### Routed metal, one color a layer, run 1

The bar under the picture is 50 um long.
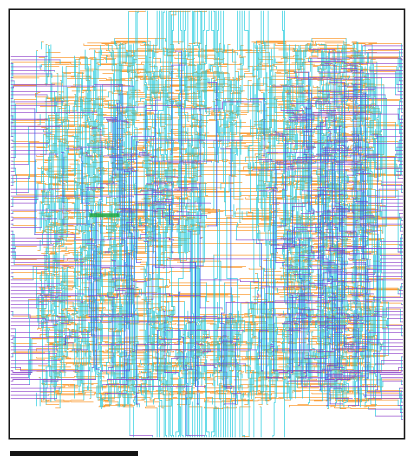
### Ports around the boundary, run 1

Pins as bars across the die edge, other pins in gray.
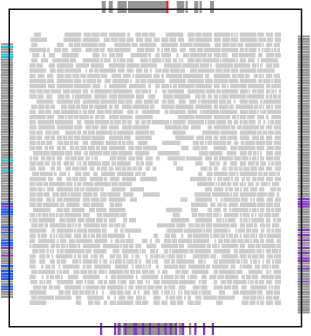
### Clock nets, run 1

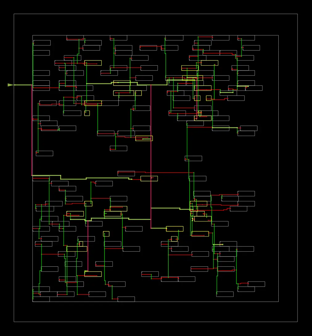
## config.mk

```make
export PLATFORM = sky130hd
export DESIGN_NAME = id_ex_stage_flat
export DESIGN_NICKNAME = d
export VERILOG_FILES = /design/src/rtl/id_ex_if.sv /design/src/rtl/id_ex_stage.sv /design/src/flat_wrapper.sv
export SDC_FILE = /design/constraint.sdc
export NUM_CORES = 1
export LEC_CHECK = 0
export CORE_ASPECT_RATIO = 1.1
export CORE_MARGIN = 10
export CORE_UTILIZATION = 42
export DETAILED_ROUTE_END_ITERATION = 12
export GPL_ROUTABILITY_DRIVEN = 0
export HOLD_SLACK_MARGIN = 0.08
export PLACE_DENSITY = 0.88
export SYNTH_ARGS = -nofsm -noshare
export SYNTH_HDL_FRONTEND = slang
export SYNTH_SLANG_ARGS = --single-unit
```

## constraint.sdc

```tcl
create_clock -name clk -period 2.3 [get_ports clk]
set_input_delay 0.345 -clock clk [delete_from_list [all_inputs] [get_ports clk]]
set_output_delay 0.345 -clock clk [all_outputs]
set_load 0.01 [all_outputs]
```

## src/rtl/id_ex_if.sv

```systemverilog
// Bundle of decode-side, forwarding and ALU-side signals around the ID/EX register.
// valid/ready: a transfer happens on a rising edge where valid and ready are both high; the sender holds its payload steady while valid is high and ready low.
interface id_ex_if #(
   parameter int DATA_WIDTH     = 32,
   parameter int REG_ADDR_WIDTH = 5
);
   logic                      in_valid;
   logic                      in_ready;
   logic [DATA_WIDTH-1:0]     in_rs1_data;
   logic [DATA_WIDTH-1:0]     in_rs2_data;
   logic [DATA_WIDTH-1:0]     in_imm;
   logic [REG_ADDR_WIDTH-1:0] in_rs1_addr;
   logic [REG_ADDR_WIDTH-1:0] in_rs2_addr;
   logic [REG_ADDR_WIDTH-1:0] in_rd_addr;
   logic                      in_use_imm;
   logic [3:0]                in_alu_ctrl;
   logic                      in_reg_write;
   logic                      flush;
   logic                      exmem_reg_write;
   logic [REG_ADDR_WIDTH-1:0] exmem_rd_addr;
   logic [DATA_WIDTH-1:0]     exmem_result;
   logic                      memwb_reg_write;
   logic [REG_ADDR_WIDTH-1:0] memwb_rd_addr;
   logic [DATA_WIDTH-1:0]     memwb_result;
   logic                      out_valid;
   logic                      out_ready;
   logic [DATA_WIDTH-1:0]     operand_a;
   logic [DATA_WIDTH-1:0]     operand_b;
   logic [3:0]                alu_ctrl;
   logic [REG_ADDR_WIDTH-1:0] rd_addr;
   logic                      reg_write;
   logic                      stage_clk_en;
   logic [15:0]               stall_cycles;

   modport master (
      output in_valid, in_rs1_data, in_rs2_data, in_imm, in_rs1_addr, in_rs2_addr,
             in_rd_addr, in_use_imm, in_alu_ctrl, in_reg_write, flush,
             exmem_reg_write, exmem_rd_addr, exmem_result,
             memwb_reg_write, memwb_rd_addr, memwb_result, out_ready,
      input  in_ready, out_valid, operand_a, operand_b, alu_ctrl, rd_addr,
             reg_write, stage_clk_en, stall_cycles
   );

   modport slave (
      input  in_valid, in_rs1_data, in_rs2_data, in_imm, in_rs1_addr, in_rs2_addr,
             in_rd_addr, in_use_imm, in_alu_ctrl, in_reg_write, flush,
             exmem_reg_write, exmem_rd_addr, exmem_result,
             memwb_reg_write, memwb_rd_addr, memwb_result, out_ready,
      output in_ready, out_valid, operand_a, operand_b, alu_ctrl, rd_addr,
             reg_write, stage_clk_en, stall_cycles
   );
endinterface

```

## src/rtl/id_ex_stage.sv

```systemverilog
// ID/EX pipeline register with EX/MEM and MEM/WB operand forwarding and a clock-gate enable.
// The stall counter is clocked ungated; every other register only moves when stage_clk_en is high.
module id_ex_stage #(
   parameter int DATA_WIDTH     = 32,
   parameter int REG_ADDR_WIDTH = 5
) (
   input logic   clk,
   input logic   rst_n,
   id_ex_if.slave bus
);
   logic                      valid_q, valid_d;
   logic [DATA_WIDTH-1:0]     rs1_data_q, rs1_data_d;
   logic [DATA_WIDTH-1:0]     rs2_data_q, rs2_data_d;
   logic [DATA_WIDTH-1:0]     imm_q, imm_d;
   logic [REG_ADDR_WIDTH-1:0] rs1_addr_q, rs1_addr_d;
   logic [REG_ADDR_WIDTH-1:0] rs2_addr_q, rs2_addr_d;
   logic [REG_ADDR_WIDTH-1:0] rd_addr_q, rd_addr_d;
   logic                      use_imm_q, use_imm_d;
   logic [3:0]                alu_ctrl_q, alu_ctrl_d;
   logic                      reg_write_q, reg_write_d;
   logic [15:0]               stall_q;

   logic                      in_ready, accept, hold, consume;
   logic                      ex_hit_a, mem_hit_a, ex_hit_b, mem_hit_b;
   logic                      hit_a, hit_b, fwd_hit, clk_en;
   logic [DATA_WIDTH-1:0]     fwd_a, fwd_b;

   assign in_ready = ~valid_q | bus.out_ready;
   assign accept   = bus.in_valid & in_ready;
   assign hold     = valid_q & ~bus.out_ready;
   assign consume  = valid_q & bus.out_ready;

   // x0 is hard-wired zero, so a producer targeting it never forwards.
   always_comb begin
      ex_hit_a  = bus.exmem_reg_write && (bus.exmem_rd_addr != '0) && (bus.exmem_rd_addr == rs1_addr_q);
      mem_hit_a = bus.memwb_reg_write && (bus.memwb_rd_addr != '0) && (bus.memwb_rd_addr == rs1_addr_q);
      ex_hit_b  = bus.exmem_reg_write && (bus.exmem_rd_addr != '0) && (bus.exmem_rd_addr == rs2_addr_q);
      mem_hit_b = bus.memwb_reg_write && (bus.memwb_rd_addr != '0) && (bus.memwb_rd_addr == rs2_addr_q);
      fwd_a     = ex_hit_a ? bus.exmem_result : (mem_hit_a ? bus.memwb_result : rs1_data_q);
      fwd_b     = ex_hit_b ? bus.exmem_result : (mem_hit_b ? bus.memwb_result : rs2_data_q);
      hit_a     = ex_hit_a | mem_hit_a;
      hit_b     = (ex_hit_b | mem_hit_b) & ~use_imm_q;
      fwd_hit   = hit_a | hit_b;
   end

   assign clk_en = bus.flush | accept | consume | (hold & fwd_hit);

   always_comb begin
      valid_d     = valid_q;
      rs1_data_d  = rs1_data_q;
      rs2_data_d  = rs2_data_q;
      imm_d       = imm_q;
      rs1_addr_d  = rs1_addr_q;
      rs2_addr_d  = rs2_addr_q;
      rd_addr_d   = rd_addr_q;
      use_imm_d   = use_imm_q;
      alu_ctrl_d  = alu_ctrl_q;
      reg_write_d = reg_write_q;
      if (bus.flush) begin
         valid_d = 1'b0;
      end else if (accept) begin
         valid_d     = 1'b1;
         rs1_data_d  = bus.in_rs1_data;
         rs2_data_d  = bus.in_rs2_data;
         imm_d       = bus.in_imm;
         rs1_addr_d  = bus.in_rs1_addr;
         rs2_addr_d  = bus.in_rs2_addr;
         rd_addr_d   = bus.in_rd_addr;
         use_imm_d   = bus.in_use_imm;
         alu_ctrl_d  = bus.in_alu_ctrl;
         reg_write_d = bus.in_reg_write;
      end else if (consume) begin
         valid_d = 1'b0;
      end else if (hold) begin
         // Capture forwarded values so they survive the producer leaving the pipe.
         if (hit_a) rs1_data_d = fwd_a;
         if (hit_b) rs2_data_d = fwd_b;
      end
   end

   always_ff @(posedge clk or negedge rst_n) begin
      if (!rst_n) begin
         valid_q     <= 1'b0;
         rs1_data_q  <= '0;
         rs2_data_q  <= '0;
         imm_q       <= '0;
         rs1_addr_q  <= '0;
         rs2_addr_q  <= '0;
         rd_addr_q   <= '0;
         use_imm_q   <= 1'b0;
         alu_ctrl_q  <= 4'b0000;
         reg_write_q <= 1'b0;
      end else if (clk_en) begin
         valid_q     <= valid_d;
         rs1_data_q  <= rs1_data_d;
         rs2_data_q  <= rs2_data_d;
         imm_q       <= imm_d;
         rs1_addr_q  <= rs1_addr_d;
         rs2_addr_q  <= rs2_addr_d;
         rd_addr_q   <= rd_addr_d;
         use_imm_q   <= use_imm_d;
         alu_ctrl_q  <= alu_ctrl_d;
         reg_write_q <= reg_write_d;
      end
   end

   always_ff @(posedge clk or negedge rst_n) begin
      if (!rst_n) begin
         stall_q <= 16'h0000;
      end else if (hold && (stall_q != 16'hFFFF)) begin
         stall_q <= stall_q + 16'd1;
      end
   end

   assign bus.in_ready     = in_ready;
   assign bus.out_valid    = valid_q;
   assign bus.operand_a    = fwd_a;
   assign bus.operand_b    = use_imm_q ? imm_q : fwd_b;
   assign bus.alu_ctrl     = alu_ctrl_q;
   assign bus.rd_addr      = rd_addr_q;
   assign bus.reg_write    = reg_write_q & valid_q;
   assign bus.stage_clk_en = clk_en;
   assign bus.stall_cycles = stall_q;
endmodule

```

## src/flat_wrapper.sv

```systemverilog
// flat-port wrapper written by rule: the top's interface ports become plain ports
module id_ex_stage_flat 
#(
   parameter int DATA_WIDTH     = 32,
   parameter int REG_ADDR_WIDTH = 5
)
  (clk, rst_n, bus_in_valid, bus_in_rs1_data, bus_in_rs2_data, bus_in_imm, bus_in_rs1_addr, bus_in_rs2_addr, bus_in_rd_addr, bus_in_use_imm, bus_in_alu_ctrl, bus_in_reg_write, bus_flush, bus_exmem_reg_write, bus_exmem_rd_addr, bus_exmem_result, bus_memwb_reg_write, bus_memwb_rd_addr, bus_memwb_result, bus_out_ready, bus_in_ready, bus_out_valid, bus_operand_a, bus_operand_b, bus_alu_ctrl, bus_rd_addr, bus_reg_write, bus_stage_clk_en, bus_stall_cycles);
  id_ex_if #(.DATA_WIDTH(DATA_WIDTH), .REG_ADDR_WIDTH(REG_ADDR_WIDTH)) bus_i ();
  input logic clk;
  input logic rst_n;
  input wire logic [$bits(bus_i.in_valid)-1:0] bus_in_valid;
  input wire logic [$bits(bus_i.in_rs1_data)-1:0] bus_in_rs1_data;
  input wire logic [$bits(bus_i.in_rs2_data)-1:0] bus_in_rs2_data;
  input wire logic [$bits(bus_i.in_imm)-1:0] bus_in_imm;
  input wire logic [$bits(bus_i.in_rs1_addr)-1:0] bus_in_rs1_addr;
  input wire logic [$bits(bus_i.in_rs2_addr)-1:0] bus_in_rs2_addr;
  input wire logic [$bits(bus_i.in_rd_addr)-1:0] bus_in_rd_addr;
  input wire logic [$bits(bus_i.in_use_imm)-1:0] bus_in_use_imm;
  input wire logic [$bits(bus_i.in_alu_ctrl)-1:0] bus_in_alu_ctrl;
  input wire logic [$bits(bus_i.in_reg_write)-1:0] bus_in_reg_write;
  input wire logic [$bits(bus_i.flush)-1:0] bus_flush;
  input wire logic [$bits(bus_i.exmem_reg_write)-1:0] bus_exmem_reg_write;
  input wire logic [$bits(bus_i.exmem_rd_addr)-1:0] bus_exmem_rd_addr;
  input wire logic [$bits(bus_i.exmem_result)-1:0] bus_exmem_result;
  input wire logic [$bits(bus_i.memwb_reg_write)-1:0] bus_memwb_reg_write;
  input wire logic [$bits(bus_i.memwb_rd_addr)-1:0] bus_memwb_rd_addr;
  input wire logic [$bits(bus_i.memwb_result)-1:0] bus_memwb_result;
  input wire logic [$bits(bus_i.out_ready)-1:0] bus_out_ready;
  output wire logic [$bits(bus_i.in_ready)-1:0] bus_in_ready;
  output wire logic [$bits(bus_i.out_valid)-1:0] bus_out_valid;
  output wire logic [$bits(bus_i.operand_a)-1:0] bus_operand_a;
  output wire logic [$bits(bus_i.operand_b)-1:0] bus_operand_b;
  output wire logic [$bits(bus_i.alu_ctrl)-1:0] bus_alu_ctrl;
  output wire logic [$bits(bus_i.rd_addr)-1:0] bus_rd_addr;
  output wire logic [$bits(bus_i.reg_write)-1:0] bus_reg_write;
  output wire logic [$bits(bus_i.stage_clk_en)-1:0] bus_stage_clk_en;
  output wire logic [$bits(bus_i.stall_cycles)-1:0] bus_stall_cycles;
  assign bus_i.in_valid = bus_in_valid;
  assign bus_i.in_rs1_data = bus_in_rs1_data;
  assign bus_i.in_rs2_data = bus_in_rs2_data;
  assign bus_i.in_imm = bus_in_imm;
  assign bus_i.in_rs1_addr = bus_in_rs1_addr;
  assign bus_i.in_rs2_addr = bus_in_rs2_addr;
  assign bus_i.in_rd_addr = bus_in_rd_addr;
  assign bus_i.in_use_imm = bus_in_use_imm;
  assign bus_i.in_alu_ctrl = bus_in_alu_ctrl;
  assign bus_i.in_reg_write = bus_in_reg_write;
  assign bus_i.flush = bus_flush;
  assign bus_i.exmem_reg_write = bus_exmem_reg_write;
  assign bus_i.exmem_rd_addr = bus_exmem_rd_addr;
  assign bus_i.exmem_result = bus_exmem_result;
  assign bus_i.memwb_reg_write = bus_memwb_reg_write;
  assign bus_i.memwb_rd_addr = bus_memwb_rd_addr;
  assign bus_i.memwb_result = bus_memwb_result;
  assign bus_i.out_ready = bus_out_ready;
  assign bus_in_ready = bus_i.in_ready;
  assign bus_out_valid = bus_i.out_valid;
  assign bus_operand_a = bus_i.operand_a;
  assign bus_operand_b = bus_i.operand_b;
  assign bus_alu_ctrl = bus_i.alu_ctrl;
  assign bus_rd_addr = bus_i.rd_addr;
  assign bus_reg_write = bus_i.reg_write;
  assign bus_stage_clk_en = bus_i.stage_clk_en;
  assign bus_stall_cycles = bus_i.stall_cycles;
  id_ex_stage #(.DATA_WIDTH(DATA_WIDTH), .REG_ADDR_WIDTH(REG_ADDR_WIDTH)) u_core (.clk(clk), .rst_n(rst_n), .bus(bus_i));
endmodule
```

==> flow_metrics.tcl, run 1 <==
# place-and-route summary
set metrics [dict create \
    holdCritPathClass "in -> async" \
    place_ws_ps -1141 \
    syn_nets 1068 \
    muxShareOfSynthArea_pct 14.93 \
    crit_start "u_core.rs1_addr_q[4]" \
    fin_crit_sh_pct 128.7 \
    aoi_share_pct 19.26 \
    die_x_um 153.3 \
    signal_buffer_area_fraction_pct 34.49 \
    reg2reg_slack_ps -610 \
    comb_power_share_pct 45.9 \
    syn_area_per_cell_um2 9.448 \
    area_leaders "dfrtp_1 41%, mux2_2 9.3%, nand2_1 8.5%" \
    crit_buf_inv 3 \
    relSlewSlack_pct 55.96 \
    edf_count 0 \
    warnings 28 \
    vias_per_cell 6.416 \
    finalSetupViolations 129 \
    netlist_area_mm2 0.008210 \
    dpl.cell_count 1473 \
    cts_made_buffers 17 \
    ys_cells 869 \
    swShare_pct 36.09 \
    comb-cell-share_pct 38.88 \
    post_dp_cell_area_mm2 0.01250 \
    p_per_area_mw_per_mm2 740.9 \
    ant_nets 0 \
    worst_setup_path_start_kind "flip-flop" \
    inverters_excl_clock 3 \
    cts_tree "done" \
    routedWlPerCell_um 30.72 \
    final_area_mm2 0.01614 \
    syn2layout_area_growth_pct 96.56 \
    slowest_stage "or4_4" \
    cap_violations 0 \
    dr.pass1.iters 5 \
    grt_pass1_vias 10468 \
    post-dp-hpwl_um 27580 \
    ctsHtreeMaxLevel 4 \
    status "complete, but fails checks" \
    final_util_pct 84.21 \
    hold-worst-slack_ps 414.8 \
    p_int_uw 7642 \
    yosysTopAreaCell "dfrtp_1" \
    seq_share_pct 20.80 \
    fin_ws_ps -660.6 \
    fillers 909 \
    vias 10387 \
    tns_ps -69010 \
    top_regs "u_core.imm_q x32, u_core.rs1_data_q x32, u_core.rs2_data_q x32" \
    violations "negative setup slack" \
    top_logic_kind "AND-OR/OR-AND gates" \
    grt_antenna_before_repair 2 \
    top_usage_layer "met2" \
    area_share_clock_buf_inv_pct 3.822 \
    peakVddDrop_v 0.0005816 \
    routed_wl_um 49740 \
    dieArea_mm2 0.02555 \
    lay_top_cells "214 x clkdlybuf4s50_1, 155 x nand2_1, 152 x buf_4, 131 x dfrtp_1, 65 x mux2_2" \
    grt_util_met3_pct 10.10 \
    power.sequential.total_uw 3480 \
    top_cells_by_count "186 x nand2_1, 134 x dfrtp_1, 73 x nor2_1" \
]
Back to the opening pictures, 'Routed metal, one color a layer':
met3 -> purple  # wire length 5220 um
met4 -> blue  # wire length 3780 um
met2 -> cyan  # wire length 23.7 mm
met5 -> green  # wire length 10.1 um
met1 -> orange  # wire length 17000 um

Back to the opening pictures, 'Ports around the boundary':
bus_exmem_rd_addr -> cyan  # pins 5, direction input, edge west
bus_in_use_imm -> red  # pins 1, direction input, edge north
bus_in_rs1_data -> purple  # pins 32, direction input, edge 16 south, 13 east, 3 west
bus_stall_cycles -> blue  # pins 16, direction output, edge west
all pins by edge = 108 east, 99 west, 42 south, 42 north

Back to the opening pictures, 'Clock nets':
Late-Pin Clk Latency: 440 ps
clock skew: 10.90 ps
layout clock buffer count: 18
CTS sink cnt: 134

### Sequential cells colored by netlist name, run 1

Other sequential cells in the stronger gray, the rest of the logic in the fainter gray.
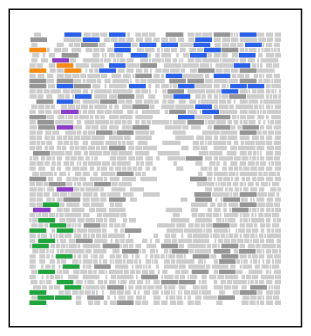

==> inputs of run 2 (changes only) <==
==> constraint.sdc (replaced) <==
create_clock -name clk -period 2.45 [get_ports clk]
set_input_delay 0.3675 -clock clk [delete_from_list [all_inputs] [get_ports clk]]
set_output_delay 0.3675 -clock clk [all_outputs]
set_load 0.01 [all_outputs]
### Sequential cells colored by netlist name, run 2

Other sequential cells in the stronger gray, the rest of the logic in the fainter gray.
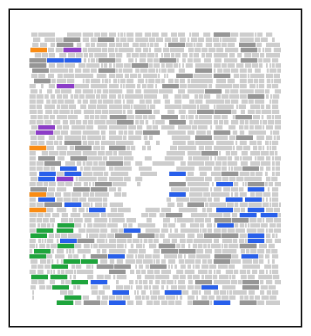
u_core.bus.stall_cycles -> green  # sequential cells 16, where south-west
u_core.rs2_addr_q -> purple  # sequential cells 5
u_core.bus.alu_ctrl -> orange  # sequential cells 4, where west
u_core.imm_q -> blue  # sequential cells 32
not colored = 77

==> run 2 against run 1 <==
The flow still finishes with violations (negative setup slack). Core utilization is 1.8 points higher. Largest cell class unchanged. Sequential share of layout area is 0.42 points lower. Register-to-register slack gained 300 ps. Clock power fell by 13%. First-iteration DRC count up 3.4%. Sequential cell count did not move. Combinational power fell by 3%. Design area grew 2.1%. Largest power group unchanged. Via count up 1.7%. Sequential power shrank 6.0%.
==> flow_metrics.tcl, run 2 <==
# place-and-route summary
set metrics [dict create \
    status "complete, but fails checks" \
    violations "negative setup slack" \
    edf_count 0 \
    reg2reg_slack_ps -310 \
    relSlewSlack_pct 56.54 \
    ioPinCount 291 \
    seq_share_pct 20.38 \
    syn_area_per_cell_um2 9.448 \
    top_regs "u_core.imm_q x32, u_core.rs1_data_q x32, u_core.rs2_data_q x32" \
    aoi_share_pct 19.26 \
    grt_antenna_before_repair 2 \
    fin_crit_sh_pct 126.7 \
    lay_top_cells "214 x clkdlybuf4s50_1, 130 x dfrtp_1, 121 x nand2_1, 110 x buf_4, 88 x buf_6" \
    cts_made_buffers 17 \
    fin_ws_ps -653.1 \
    dpl.cell_count 1437 \
    fillers 882 \
    ctsHtreeMaxLevel 4 \
    comb_cells 661 \
    die_x_um 153.3 \
    post_cts_resized 616 \
    clkTransAtPathRegs_ps 60 \
    slowest_stage "dfrtp_2" \
    inverters_excl_clock 3 \
    finalSetupViolations 129 \
    dr.pass1.iters 5 \
    ys_async_sr_fraction_pct 100.0 \
    clock_latency_ps 450 \
    routedWlPerCell_um 31.30 \
    place_ws_ps -1023 \
    tns_ps -42090 \
    yosysTopAreaCell "dfrtp_1" \
    dieArea_mm2 0.02555 \
    comb-cell-share_pct 38.41 \
    top_cells_by_count "186 x nand2_1, 134 x dfrtp_1, 73 x nor2_1" \
    cts.sinks 134 \
    cap_violations 0 \
    cts_tree "done" \
    top_cell_area_share_pct 40.84 \
    drc 0 \
    holdCritPathClass "in -> async" \
    crit_start "u_core.rs2_addr_q[2]" \
    area_share_clock_buf_inv_pct 3.478 \
    vias 10561 \
    peakVddDrop_v 0.0005270 \
    netlist_area_mm2 0.008210 \
    muxShareOfSynthArea_pct 14.93 \
    final_area_mm2 0.01647 \
    yosysChipArea_mm2 0.008210 \
    synthFlopType "dfrtp_1" \
    final_util_pct 85.96 \
    path_class "reg -> out" \
    clock_buffers 19 \
    post_dp_cell_area_mm2 0.01211 \
    die_height_um 166.6 \
    area_leaders "dfrtp_1 41%, mux2_2 9.3%, nand2_1 8.5%" \
    p_leak_uw 0.006927 \
    grt_util_met3_pct 10.69 \
    top_usage_layer "met2" \
    ys_warn_count 0 \
    syn2layout_area_growth_pct 100.7 \
    signal_buffer_area_fraction_pct 35.75 \
    hold-worst-slack_ps 498.2 \
    power_frac_seq_pct 29.3 \
    core_area_mm2 0.01916 \
    p_int_uw 7096 \
    ys_cells 869 \
    comb_power_share_pct 47.5 \
    swShare_pct 36.55 \
    post-dp-hpwl_um 25330 \
    warnings 28 \
    syn_nets 1068 \
    grt_pass1_vias 10860 \
    crit_buf_inv 4 \
    vias_per_cell 6.551 \
    power.sequential.total_uw 3270 \
    max_freq_mhz 322.3 \
    ant_nets 0 \
    top_logic_kind "AND-OR/OR-AND gates" \
    routed_wl_um 50450 \
    fin_worst_skew_ps 12.92 \
    worst_setup_path_start_kind "flip-flop" \
]
Power figures rest on the tool's default switching activity, not on a simulated workload.
